### Signal wires on met3, run 1

Scale: 2 px per um.
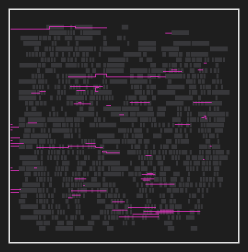
### Cells colored by class, run 1

Scale: 4 px per um.
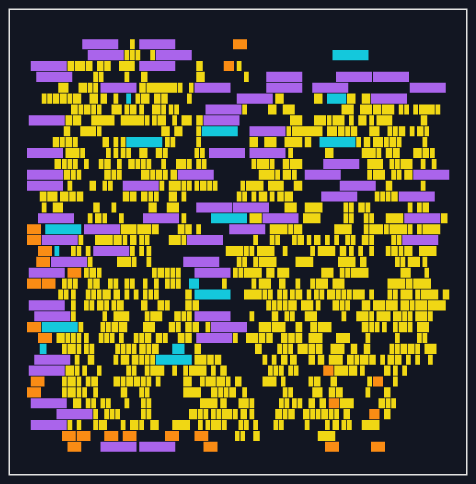
### Cell outlines without signal wires, run 1

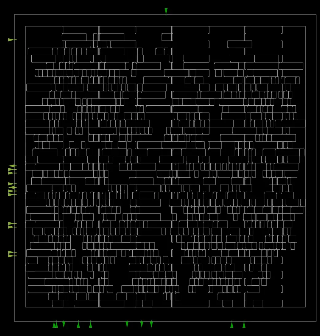
==> src/rtl/poly_key_tone_player_pkg.sv <==
// Shared tone tables, engine state type and elaboration-time pitch helpers.
// Latency: n/a (constants and constant functions only).
// Backpressure: n/a.
package tone_pkg;

  // Octave-4 note frequencies in Hz, C4 in the low slice up to B4 in the high slice.
  localparam logic [12*12-1:0] FREQ_TAB = {
    12'd494, 12'd466, 12'd440, 12'd415, 12'd392, 12'd370,
    12'd349, 12'd330, 12'd311, 12'd294, 12'd277, 12'd262
  };

  // Semitone offsets of the white keys C D E F G A B, C in the low slice.
  localparam logic [7*4-1:0] WHITE_OFS = {
    4'd11, 4'd9, 4'd7, 4'd5, 4'd4, 4'd2, 4'd0
  };

  typedef enum logic [1:0] {
    IDLE    = 2'd0,
    PLAY    = 2'd1,
    RELEASE = 2'd2
  } state_t;

  function automatic int freq_hz(input int n);
    return int'(FREQ_TAB[(n % 12) * 12 +: 12]);
  endfunction

  // Key index to semitone above C4, for white-key or chromatic layouts.
  function automatic int semitone_of(input int k, input int chromatic);
    if (chromatic != 0) return k;
    return 12 * (k / 7) + int'(WHITE_OFS[(k % 7) * 4 +: 4]);
  endfunction

  // Half-period in clock cycles of the octave-4 note sharing this pitch class.
  function automatic int base_half(input int clk_hz, input int s);
    return clk_hz / (2 * freq_hz(s));
  endfunction

endpackage

==> src/rtl/poly_key_tone_player_if.sv <==
// Key/control inputs and tone outputs of the key-to-tone engine.
// Latency: n/a (signal bundle).
// Backpressure: none; master drives key/oct_shift/mute, slave drives buzzer/note_valid/note_idx.
interface poly_key_tone_player_if #(
  parameter int NUM_KEYS = 12,
  parameter int IDX_W    = (NUM_KEYS > 1) ? $clog2(NUM_KEYS) : 1
);
  logic [NUM_KEYS-1:0] key;
  logic [1:0]          oct_shift;
  logic                mute;
  logic                buzzer;
  logic                note_valid;
  logic [IDX_W-1:0]    note_idx;

  modport master (
    output key, oct_shift, mute,
    input  buzzer, note_valid, note_idx
  );

  modport slave (
    input  key, oct_shift, mute,
    output buzzer, note_valid, note_idx
  );
endinterface

==> src/rtl/poly_key_tone_player_tone_divider.sv <==
// Square-wave divider: phase toggles each time the counter reaches limit-1.
// Latency: toggle lands on the edge where counter >= limit-1; clear/disable act on the next edge.
// Backpressure: none. Ports: clk, rst, en (run, else phase/counter zeroed), clr (restart half-period, phase kept), limit, phase.
module tone_divider #(
  parameter int CNT_W = 20
) (
  input  logic             clk,
  input  logic             rst,
  input  logic             en,
  input  logic             clr,
  input  logic [CNT_W-1:0] limit,
  output logic             phase
);

  logic [CNT_W-1:0] cnt;

  always_ff @(posedge clk or posedge rst) begin
    if (rst) begin
      cnt   <= '0;
      phase <= 1'b0;
    end else if (!en) begin
      cnt   <= '0;
      phase <= 1'b0;
    end else if (clr) begin
      cnt   <= '0;
    end else if (cnt >= limit - CNT_W'(1)) begin
      // >= rather than ==: a limit that shrinks mid-note below the running
      // count must still produce a toggle instead of wrapping the counter.
      cnt   <= '0;
      phase <= ~phase;
    end else begin
      cnt   <= cnt + CNT_W'(1);
    end
  end

endmodule

==> src/rtl/poly_key_tone_player.sv <==
// Keyboard-to-tone engine: picks one held key, plays its square wave, keeps a timed release tail.
// Latency: a key level change takes effect on the first edge that samples it.
// Backpressure: none. Ports: clk, rst, bus (slave: key, oct_shift, mute in; buzzer, note_valid, note_idx out).
module poly_key_tone_player
  import tone_pkg::*;
#(
  parameter int CLK_HZ      = 100_000_000,
  parameter int NUM_KEYS    = 12,
  parameter int CHROMATIC   = 0,
  parameter int PRIORITY    = 0,
  parameter int RELEASE_CYC = 5_000_000,
  parameter int CNT_W       = 20
) (
  input logic                   clk,
  input logic                   rst,
  poly_key_tone_player_if.slave bus
);

  localparam int IDX_W = (NUM_KEYS > 1) ? $clog2(NUM_KEYS) : 1;
  localparam int TAB_N = 1 << IDX_W;
  localparam int REL_W = (RELEASE_CYC > 1) ? $clog2(RELEASE_CYC) : 1;
  localparam logic [REL_W-1:0] REL_LOAD = REL_W'((RELEASE_CYC > 0) ? RELEASE_CYC - 1 : 0);

  // Per-key octave-4 half-period and octave number, built at elaboration so
  // the runtime pitch path is just a table lookup and a right shift.
  function automatic logic [TAB_N*CNT_W-1:0] build_base();
    logic [TAB_N*CNT_W-1:0] t;
    t = '0;
    for (int k = 0; k < NUM_KEYS; k++)
      t[k*CNT_W +: CNT_W] = CNT_W'(base_half(CLK_HZ, semitone_of(k, CHROMATIC)));
    return t;
  endfunction

  function automatic logic [TAB_N*3-1:0] build_oct();
    logic [TAB_N*3-1:0] t;
    t = '0;
    for (int k = 0; k < NUM_KEYS; k++)
      t[k*3 +: 3] = 3'(semitone_of(k, CHROMATIC) / 12);
    return t;
  endfunction

  localparam logic [TAB_N*CNT_W-1:0] BASE_TAB = build_base();
  localparam logic [TAB_N*3-1:0]     OCT_TAB  = build_oct();

  function automatic logic [IDX_W-1:0] lowest_set(input logic [NUM_KEYS-1:0] v);
    logic [IDX_W-1:0] r;
    r = '0;
    for (int i = NUM_KEYS - 1; i >= 0; i--)
      if (v[i]) r = IDX_W'(i);
    return r;
  endfunction

  state_t              state, state_nx;
  logic [NUM_KEYS-1:0] key_r;
  logic [IDX_W-1:0]    note_idx, idx_nx, sel_idx;
  logic [REL_W-1:0]    rel_cnt, rel_nx;
  logic [NUM_KEYS-1:0] rise;
  logic                any_held;
  logic [CNT_W-1:0]    base_sel, limit;
  logic [3:0]          shift_sum;
  logic [2:0]          shift;
  logic                div_en, div_clr, phase;

  // Note selection from the live key levels; rise compares against last edge.
  always_comb begin
    rise     = bus.key & ~key_r;
    any_held = |bus.key;
    sel_idx  = note_idx;
    if (PRIORITY != 0)
      sel_idx = lowest_set(bus.key);
    else if (|rise)
      sel_idx = lowest_set(rise);
    else if (!bus.key[note_idx])
      // sounding key let go while others remain: fall back to lowest held
      sel_idx = lowest_set(bus.key);
  end

  always_comb begin
    state_nx = state;
    idx_nx   = note_idx;
    rel_nx   = rel_cnt;
    case (state)
      IDLE: begin
        if (any_held) begin
          state_nx = PLAY;
          idx_nx   = sel_idx;
        end
      end
      PLAY: begin
        if (any_held) begin
          idx_nx = sel_idx;
        end else if (RELEASE_CYC == 0) begin
          state_nx = IDLE;
        end else begin
          state_nx = RELEASE;
          rel_nx   = REL_LOAD;
        end
      end
      RELEASE: begin
        if (any_held) begin
          state_nx = PLAY;
          idx_nx   = sel_idx;
        end else if (rel_cnt == '0) begin
          state_nx = IDLE;
        end else begin
          rel_nx = rel_cnt - REL_W'(1);
        end
      end
      default: state_nx = IDLE;
    endcase
  end

  always_ff @(posedge clk or posedge rst) begin
    if (rst) begin
      state    <= IDLE;
      key_r    <= '0;
      note_idx <= '0;
      rel_cnt  <= '0;
    end else begin
      state    <= state_nx;
      key_r    <= bus.key;
      note_idx <= idx_nx;
      rel_cnt  <= rel_nx;
    end
  end

  // Pitch: octave-4 half-period shifted right by key octave plus global shift.
  always_comb begin
    base_sel  = BASE_TAB[int'(note_idx)*CNT_W +: CNT_W];
    shift_sum = {1'b0, OCT_TAB[int'(note_idx)*3 +: 3]} + {2'b00, bus.oct_shift};
    shift     = shift_sum[3] ? 3'd7 : shift_sum[2:0];
    limit     = base_sel >> shift;
    if (limit == '0) limit = CNT_W'(1);
  end

  // Enable follows the next state so the phase is zeroed on the very edge
  // that drops into IDLE; entry from IDLE and note changes restart the count.
  assign div_en  = (state_nx != IDLE);
  assign div_clr = (state == IDLE) || (idx_nx != note_idx);

  tone_divider #(.CNT_W(CNT_W)) u_div (
    .clk   (clk),
    .rst   (rst),
    .en    (div_en),
    .clr   (div_clr),
    .limit (limit),
    .phase (phase)
  );

  assign bus.buzzer     = phase & ~bus.mute;
  assign bus.note_valid = (state != IDLE);
  assign bus.note_idx   = note_idx;

endmodule
==> src/flat_wrapper.sv <==
// flat-port wrapper written by rule: the top's interface ports become plain ports
module poly_key_tone_player_flat import tone_pkg::*;
#(
  parameter int CLK_HZ      = 100_000_000,
  parameter int NUM_KEYS    = 12,
  parameter int CHROMATIC   = 0,
  parameter int PRIORITY    = 0,
  parameter int RELEASE_CYC = 5_000_000,
  parameter int CNT_W       = 20
)
  (clk, rst, bus_key, bus_oct_shift, bus_mute, bus_buzzer, bus_note_valid, bus_note_idx);
  poly_key_tone_player_if #(.NUM_KEYS(NUM_KEYS)) bus_i ();
  input logic clk;
  input logic rst;
  input wire logic [$bits(bus_i.key)-1:0] bus_key;
  input wire logic [$bits(bus_i.oct_shift)-1:0] bus_oct_shift;
  input wire logic [$bits(bus_i.mute)-1:0] bus_mute;
  output wire logic [$bits(bus_i.buzzer)-1:0] bus_buzzer;
  output wire logic [$bits(bus_i.note_valid)-1:0] bus_note_valid;
  output wire logic [$bits(bus_i.note_idx)-1:0] bus_note_idx;
  assign bus_i.key = bus_key;
  assign bus_i.oct_shift = bus_oct_shift;
  assign bus_i.mute = bus_mute;
  assign bus_buzzer = bus_i.buzzer;
  assign bus_note_valid = bus_i.note_valid;
  assign bus_note_idx = bus_i.note_idx;
  poly_key_tone_player #(.CLK_HZ(CLK_HZ), .NUM_KEYS(NUM_KEYS), .CHROMATIC(CHROMATIC), .PRIORITY(PRIORITY), .RELEASE_CYC(RELEASE_CYC), .CNT_W(CNT_W)) u_core (.clk(clk), .rst(rst), .bus(bus_i));
endmodule
==> config.mk <==
export PLATFORM = sky130hd
export DESIGN_NAME = poly_key_tone_player_flat
export DESIGN_NICKNAME = d
export VERILOG_FILES = /design/src/rtl/poly_key_tone_player_pkg.sv /design/src/rtl/poly_key_tone_player_if.sv /design/src/rtl/poly_key_tone_player_tone_divider.sv /design/src/rtl/poly_key_tone_player.sv /design/src/flat_wrapper.sv
export SDC_FILE = /design/constraint.sdc
export NUM_CORES = 1
export LEC_CHECK = 0
export ABC_AREA = 1
export CORE_AREA = 4 4 110 112
export DETAILED_ROUTE_END_ITERATION = 16
export DIE_AREA = 0 0 114 116
export MAX_ROUTING_LAYER = met4
export PLACE_DENSITY = 0.66
export SYNTH_ARGS = -nofsm -noshare
export SYNTH_HDL_FRONTEND = slang
export SYNTH_HIERARCHICAL = 1
export SYNTH_SLANG_ARGS = --single-unit
==> constraint.sdc <==
create_clock -name clk -period 6.24 [get_ports clk]
set_clock_uncertainty 0.2 [all_clocks]
set_input_delay 1.248 -clock clk [delete_from_list [all_inputs] [get_ports clk]]
set_output_delay 1.248 -clock clk [all_outputs]
set_load 0.02 [all_outputs]
==> results.toml, run 1 <==
# yosys + openroad results
[status]
status = "completed"

[finish]
buf_share = 0.0424
dominant-cell-class = "logic gates"
largestRegisters = "u_core/rel_cnt x23, u_core/u_div/cnt x20, u_core/key_r x12"
seq_area_sq_um = 1550
num-nets-final = 877
largest_register = "u_core/rel_cnt"
synthToLayoutAreaGrowth_pct = 11.7
clk_share = 0.0440

[hold_path]
min-delay-start = "u_core/u_div/cnt[0]"
hold_path_end = "u_core/u_div/cnt[0]"
hp-class = "reg2reg"

[floorplan]
die_h_um = 116
dieArea_sq_um = 13200

[route]
route.met2.wl_mm = 5.92
drtAntennaViolNets = 0
viasPerCell = 5.21
met1_length_mm = 5.92
first_iter_violations = 294
drt-pass1-iter-count = 5
wire_per_inst_um = 12.8

[run]
maxCapViolations = 0
tool_warnings = 29

[clock_network]
cts_tree = "built"
post_cts_buffers = 0
ctsRootBufferMaster = "clkbuf_16"
clk_path_buf_depth = 2
ctsResizeCount = 0
cts_buffers = 9
clkTransAtPathRegs_ns = 0.05
ctsHoldBuffers = 0

[pwr]
power-top-group = "combinational logic"
power_frac_clock = 0.337
total_power_mw = 1.34
irDropWorstVdd_mv = 0.209
powerClk_uw = 453
seq-power_uw = 428
seqPwrFrac = 0.319
leakage_nw = 3.01
swShare = 0.365
switchingPower_uw = 491

[final_timing]
rsz0062_at_grt = "false"
final-max-slew-violation-count = 0
fmax_mhz = 179
setup_viol = 0
period_used_share = 0.897
tns_ns = 0
maxSlewHeadroom = 0.472
period_minus_slack_ns = 5.59
hold_ws_ns = 0.278

[critical_path]
crit_type = "in2reg"
worst_path_max_delay_cell = "ha_1"
cp.arrival_ns = 5.61
endpoint = "u_core/u_div/cnt[1]"
critPathMaxStageDelay_ns = 0.54
cp.depth = 26
ff2ff_path_depth = 28
rr_startpoint = "u_core/bus.note_idx[0]"
rrSetupSlack_ns = 0.80

[placement]
placed_area_sq_um = 5790
gp_congestion = 0.933
place_ws_ns = 0.232
placed_cells = 961
port_buffers = 22
hpwl_mm = 9.70

[logic_synthesis]
ys_cells = 805
yosysSeqAreaShare = 0.285
mux_share = 0.0165
logic_family = "simple AND/OR/NAND/NOR gates"
synth.largest_area_cell = "dfrtp_1"
ys_async_sr_fraction = 1.00
synth_chip_area_sq_um = 5440
adder_share = 0.0667
compound_area_frac = 0.107
synth-edff-count = 0
synth_area_per_cell_sq_um = 6.76
ys_warn_count = 6
synth.cellmix.simpleShare = 0.382
ys_types = 52
synth_xor_xnor_area_share = 0.0499

[global_routing]
use_met2 = 0.345
grt_pass1_wl_mm = 21.7
grt_pass1_vias = 4782
overflow = 0
grt_start_max_net_pins = 42
grt_use_total = 0.207
## Picture notes: 'Signal wires on met3'
longest straight run	28.1 um
main direction	horizontal
nets with wire on the layer	47
wire length on this layer	452 um
met3 Use GR: 0.0366
drt total wl: 12.5 mm
DR vias: 5092

## Picture notes: 'Cells colored by class'
class	color	cells
registers	purple	62
remaining buffers and delay cells	orange	27
remaining logic cells	yellow	731
clock drivers and dummy loads	cyan	15
fin area: 6080 sq um
Final Util: 0.542
core box area: 11200 sq um
Seq/total area: 0.255

## Picture notes: 'Cell outlines without signal wires'
Filler Cells Inserted: 1112
Final Non-Filler Cells: 978
flip-flop and latch count: 62
# Taps: 143
row count: 39

==> run 2, diff against run 1 <==
--- a/config.mk
+++ b/config.mk
@@ -9,8 +9,8 @@
 export CORE_AREA = 4 4 110 112
 export DETAILED_ROUTE_END_ITERATION = 16
 export DIE_AREA = 0 0 114 116
+export DONT_BUFFER_PORTS = 1
 export MAX_ROUTING_LAYER = met4
-export PLACE_DENSITY = 0.66
 export SYNTH_ARGS = -nofsm -noshare
 export SYNTH_HDL_FRONTEND = slang
 export SYNTH_HIERARCHICAL = 1
### Cell outlines without signal wires, run 2

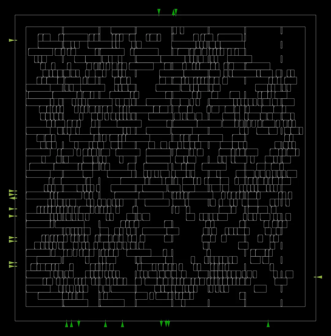
Seq/total area: 0.263
Final Util: 0.525

### Cells colored by class, run 2

Scale: 4 px per um.
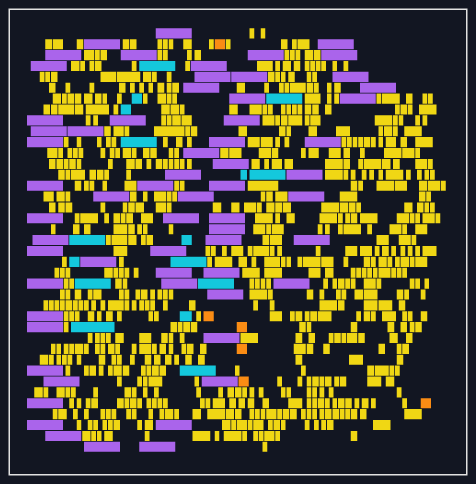
fin area: 5900 sq um

### Where the registers sit, run 2

Scale: 3 px per um. Other sequential cells in the stronger gray, the rest of the logic in the fainter gray.
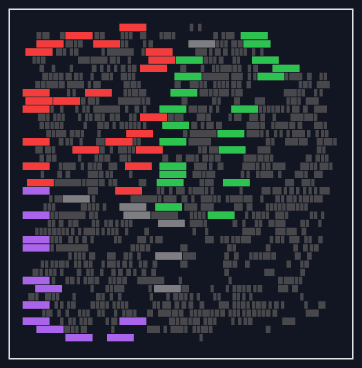
netlist name	color	placed flops
u_core/rel_cnt	red	23
u_core/key_r	purple	12
u_core/u_div/cnt	green	20
not colored	7

==> run 2 against run 1 <==
First-iteration DRC count is 19% lower. Largest power group is now the clock network. Sequential share of layout area is 0.80 points higher. Largest cell class unchanged. Via count is 0.39% lower. Critical endpoint is now u_core/u_div/cnt[0]. Setup slack better by 0.28 ns. Highest routed layer unchanged.
==> results.toml, run 2 <==
# yosys + openroad results
[status]
status = "completed"

[hold_path]
hold_path_end = "u_core/u_div/cnt[0]"
hp-class = "reg2reg"
min-delay-start = "u_core/u_div/cnt[0]"

[finish]
largest_register = "u_core/rel_cnt"
fill_cells = 1109
seq_area_sq_um = 1550
largest_reg_flops = 23
largestRegisters = "u_core/rel_cnt x23, u_core/u_div/cnt x20, u_core/key_r x12"
buf_share = 0.00764
clk_share = 0.0507
dominant-cell-class = "logic gates"
finalNonFillerCells = 958
logic_gates = 621
clkbuf_count = 9
num-nets-final = 856
drive_gt1_frac = 0.112
flops = 62
synthToLayoutAreaGrowth_pct = 8.30
diodes = 0

[clock_network]
cts_tree = "built"
ctsRootBufferMaster = "clkbuf_16"
ctsHoldBuffers = 0
cts_buffers = 9
post_cts_buffers = 0
ctsResizeCount = 0
clk_latency_ns = 0.33
clkTransAtPathRegs_ns = 0.05
clk_path_buf_depth = 2

[run]
maxCapViolations = 0
tool_warnings = 29

[global_routing]
antenna_found_initial = 0
grt_start_max_net_pins = 42
top_usage_layer = "met2"
grtUsageMet3 = 0.0376
grt_use_total = 0.213
use_met2 = 0.346
overflow = 0
grt_pass1_vias = 4822
grt_pass1_wl_mm = 22.2

[placement]
port_buffers = 0
placed_area_sq_um = 5600
hpwl_mm = 9.85
placed_cells = 942
place_ws_ns = 0.632
gp_congestion = 0.908

[final_timing]
period_used_share = 0.851
period_minus_slack_ns = 5.31
finalHoldViolCount = 0
rsz0062_at_grt = "false"
tns_ns = 0
maxSlewHeadroom = 0.475
setup_viol = 0
final-max-slew-violation-count = 0
fmax_mhz = 188
hold_ws_ns = 0.274

[logic_synthesis]
ys_cells = 805
ys_warn_count = 6
logic_family = "simple AND/OR/NAND/NOR gates"
ys_async_sr_fraction = 1.00
synth_xor_xnor_area_share = 0.0499
synth_area_per_cell_sq_um = 6.76
adder_share = 0.0667
synth.largest_area_cell = "dfrtp_1"
synth.cellmix.simpleShare = 0.382
compound_area_frac = 0.107
yosysSeqAreaShare = 0.285
synth-edff-count = 0
common_cells = "216 x nand2_1, 101 x inv_1, 82 x nor2_1"
synth_chip_area_sq_um = 5440
mux_share = 0.0165
ys_types = 52
top_cell_area_share = 0.285

[pwr]
irDropWorstVdd_mv = 0.184
leakage_nw = 2.93
power_frac_clock = 0.360
seqPwrFrac = 0.303
seq-power_uw = 419
swShare = 0.368
power-top-group = "the clock network"
switchingPower_uw = 508
powerClk_uw = 497
total_power_mw = 1.38

[floorplan]
n_tap_cell = 143
dieArea_sq_um = 13200
fp.dieW_um = 114
core_area_sq_um = 11200
io-pin-count = 23
fp_util = 0.485
die_h_um = 116
rows = 39

[critical_path]
critPathMaxStageDelay_ns = 0.46
ff2ff_path_depth = 28
cp_max_fo = 18
rrSetupSlack_ns = 0.96
cp.depth = 25
worst_path_max_delay_cell = "ha_1"
rr_startpoint = "u_core/bus.note_idx[0]"
cp-start-kind = "primary input"
crit_type = "in2reg"
endpoint = "u_core/u_div/cnt[0]"
cp-end-kind = "register"
cp.arrival_ns = 5.32

[route]
wire_per_inst_um = 13.3
num_vias = 5072
drt-pass1-iter-count = 5
routed_wl_mm = 12.7
viasPerCell = 5.29
route.met2.wl_mm = 5.91
met1_length_mm = 5.94
drtAntennaViolNets = 0
first_iter_violations = 239
==> run 3, diff against run 2 <==
--- a/config.mk
+++ b/config.mk
@@ -6,11 +6,13 @@
 export NUM_CORES = 1
 export LEC_CHECK = 0
 export ABC_AREA = 1
+export CAP_MARGIN = 20
 export CORE_AREA = 4 4 110 112
 export DETAILED_ROUTE_END_ITERATION = 16
 export DIE_AREA = 0 0 114 116
 export DONT_BUFFER_PORTS = 1
 export MAX_ROUTING_LAYER = met4
+export PLACE_DENSITY_LB_ADDON = 0.08
 export SYNTH_ARGS = -nofsm -noshare
 export SYNTH_HDL_FRONTEND = slang
 export SYNTH_HIERARCHICAL = 1
### Drive-strength map, run 3

Scale: 3 px per um.
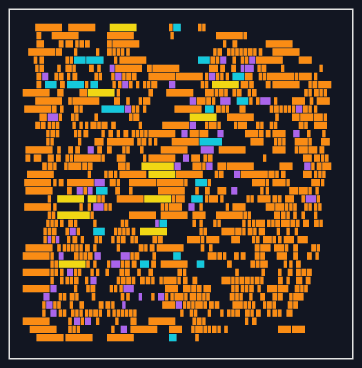
size	color	cells	share
x2	purple	56	6.9%
x6 and larger	yellow	12	1.5%
x3 and x4	cyan	21	2.6%
x1 and smaller	orange	725	89%
Area growth syn-to-layout: 8.46%
final setup margin: 0.824 ns
fin area: 5900 sq um

### Cell outlines without signal wires, run 3

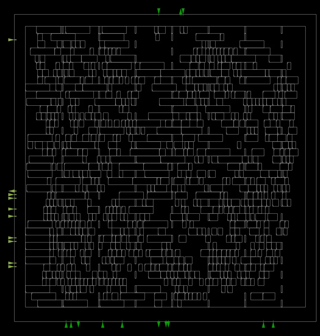
Final Non-Filler Cells: 957
Final Util: 0.526
Filler Cells Inserted: 1106

### Where the registers sit, run 3

Scale: 3 px per um. Other sequential cells in the stronger gray, the rest of the logic in the fainter gray.
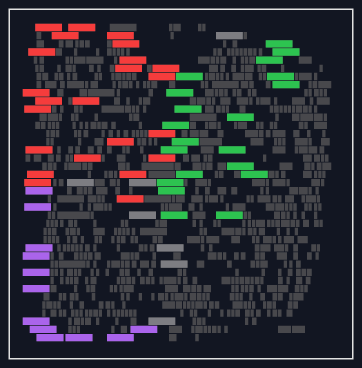
netlist name	color	placed flops
u_core/u_div/cnt	green	20
u_core/rel_cnt	red	23
u_core/key_r	purple	12

==> run 3 against run 2 <==
Setup slack lost 0.11 ns. Power grew 2.1%. Routed wire length shrank 0.61%. Clock-buffer cell count grew 1. Clock power grew 5.8%. Final area grew 0.15%. Combinational power is essentially flat. Sequential share of layout area is essentially flat. Global-route usage is essentially flat. Hold slack lost 0.0079 ns. Die area is the same. Utilization grew 0.078 points. Critical path type unchanged. Largest cell class unchanged. Largest power group unchanged.
==> results.toml, run 3 <==
# yosys + openroad results
[pwr]
irDropWorstVdd_mv = 0.182
powerClk_uw = 526
total_power_mw = 1.41
leakage_nw = 2.95
seqPwrFrac = 0.297
switchingPower_uw = 498
seq-power_uw = 419
swShare = 0.353
power_frac_clock = 0.373

[logic_synthesis]
ys_warn_count = 6
synth.cellmix.simpleShare = 0.382
synth.largest_area_cell = "dfrtp_1"
ys_types = 52
adder_share = 0.0667
compound_area_frac = 0.107
top_cell_area_share = 0.285
synth_chip_area_sq_um = 5440
ys_cells = 805
synth_area_per_cell_sq_um = 6.76
common_cells = "216 x nand2_1, 101 x inv_1, 82 x nor2_1"
synth-edff-count = 0
ys_async_sr_fraction = 1.00
mux_share = 0.0165
yosysMostFrequentCell = "nand2_1"

[global_routing]
overflow = 0
grt_pass1_wl_mm = 22.4
grt_pass1_vias = 4914
top_usage_layer = "met2"
grt_use_total = 0.214
use_met2 = 0.347
grt_start_max_net_pins = 42
grtUsageMet3 = 0.0313

[critical_path]
cp.arrival_ns = 5.42
endpoint = "u_core/u_div/cnt[2]"
crit_type = "in2reg"
cp.depth = 26
worst_path_max_delay_cell = "ha_1"
critPathMaxStageDelay_ns = 0.63
ff2ff_path_depth = 28
rr_startpoint = "u_core/bus.note_idx[0]"
cp_max_fo = 19
cp-end-kind = "register"
rrSetupSlack_ns = 0.88

[placement]
gp_congestion = 0.903
hpwl_mm = 9.88
place_ws_ns = 0.542
placed_area_sq_um = 5590
port_buffers = 0
placed_cells = 941

[clock_network]
ctsRootBufferMaster = "clkbuf_16"
clk_latency_ns = 0.33
cts_tree = "built"
post_cts_buffers = 0
clk_path_buf_depth = 2
ctsResizeCount = 0
cts_buffers = 9

[route]
num_vias = 4991
wire_per_inst_um = 13.2
routed_wl_mm = 12.6
route.met2.wl_mm = 5.92
met1_length_mm = 6.00
viasPerCell = 5.22
drt-pass1-iter-count = 5
drtAntennaViolNets = 0
first_iter_violations = 265

[floorplan]
io-pin-count = 23
n_tap_cell = 143
rows = 39
dieArea_sq_um = 13200
fp.dieW_um = 114
core_area_sq_um = 11200
die_h_um = 116

[final_timing]
finalHoldViolCount = 0
tns_ns = 0
maxSlewHeadroom = 0.472
period_used_share = 0.868
hold_ws_ns = 0.266
setup_viol = 0
fmax_mhz = 185
rsz0062_at_grt = "false"
final-max-slew-violation-count = 0
period_minus_slack_ns = 5.42

[finish]
drive_gt1_frac = 0.109
dominant-cell-class = "logic gates"
flops = 62
diodes = 0
num-nets-final = 855
largest_reg_flops = 23
largestRegisters = "u_core/rel_cnt x23, u_core/u_div/cnt x20, u_core/key_r x12"
clkbuf_count = 10
sh_seq_area = 0.263
seq_area_sq_um = 1550
largest_register = "u_core/rel_cnt"
clk_share = 0.0534
buf_share = 0.00636

[run]
maxCapViolations = 0
tool_warnings = 29

[hold_path]
min-delay-start = "u_core/u_div/cnt[0]"
hp-class = "reg2reg"
hold_path_end = "u_core/u_div/cnt[0]"

[status]
status = "completed"
Power is estimated from default activity; no workload was simulated.
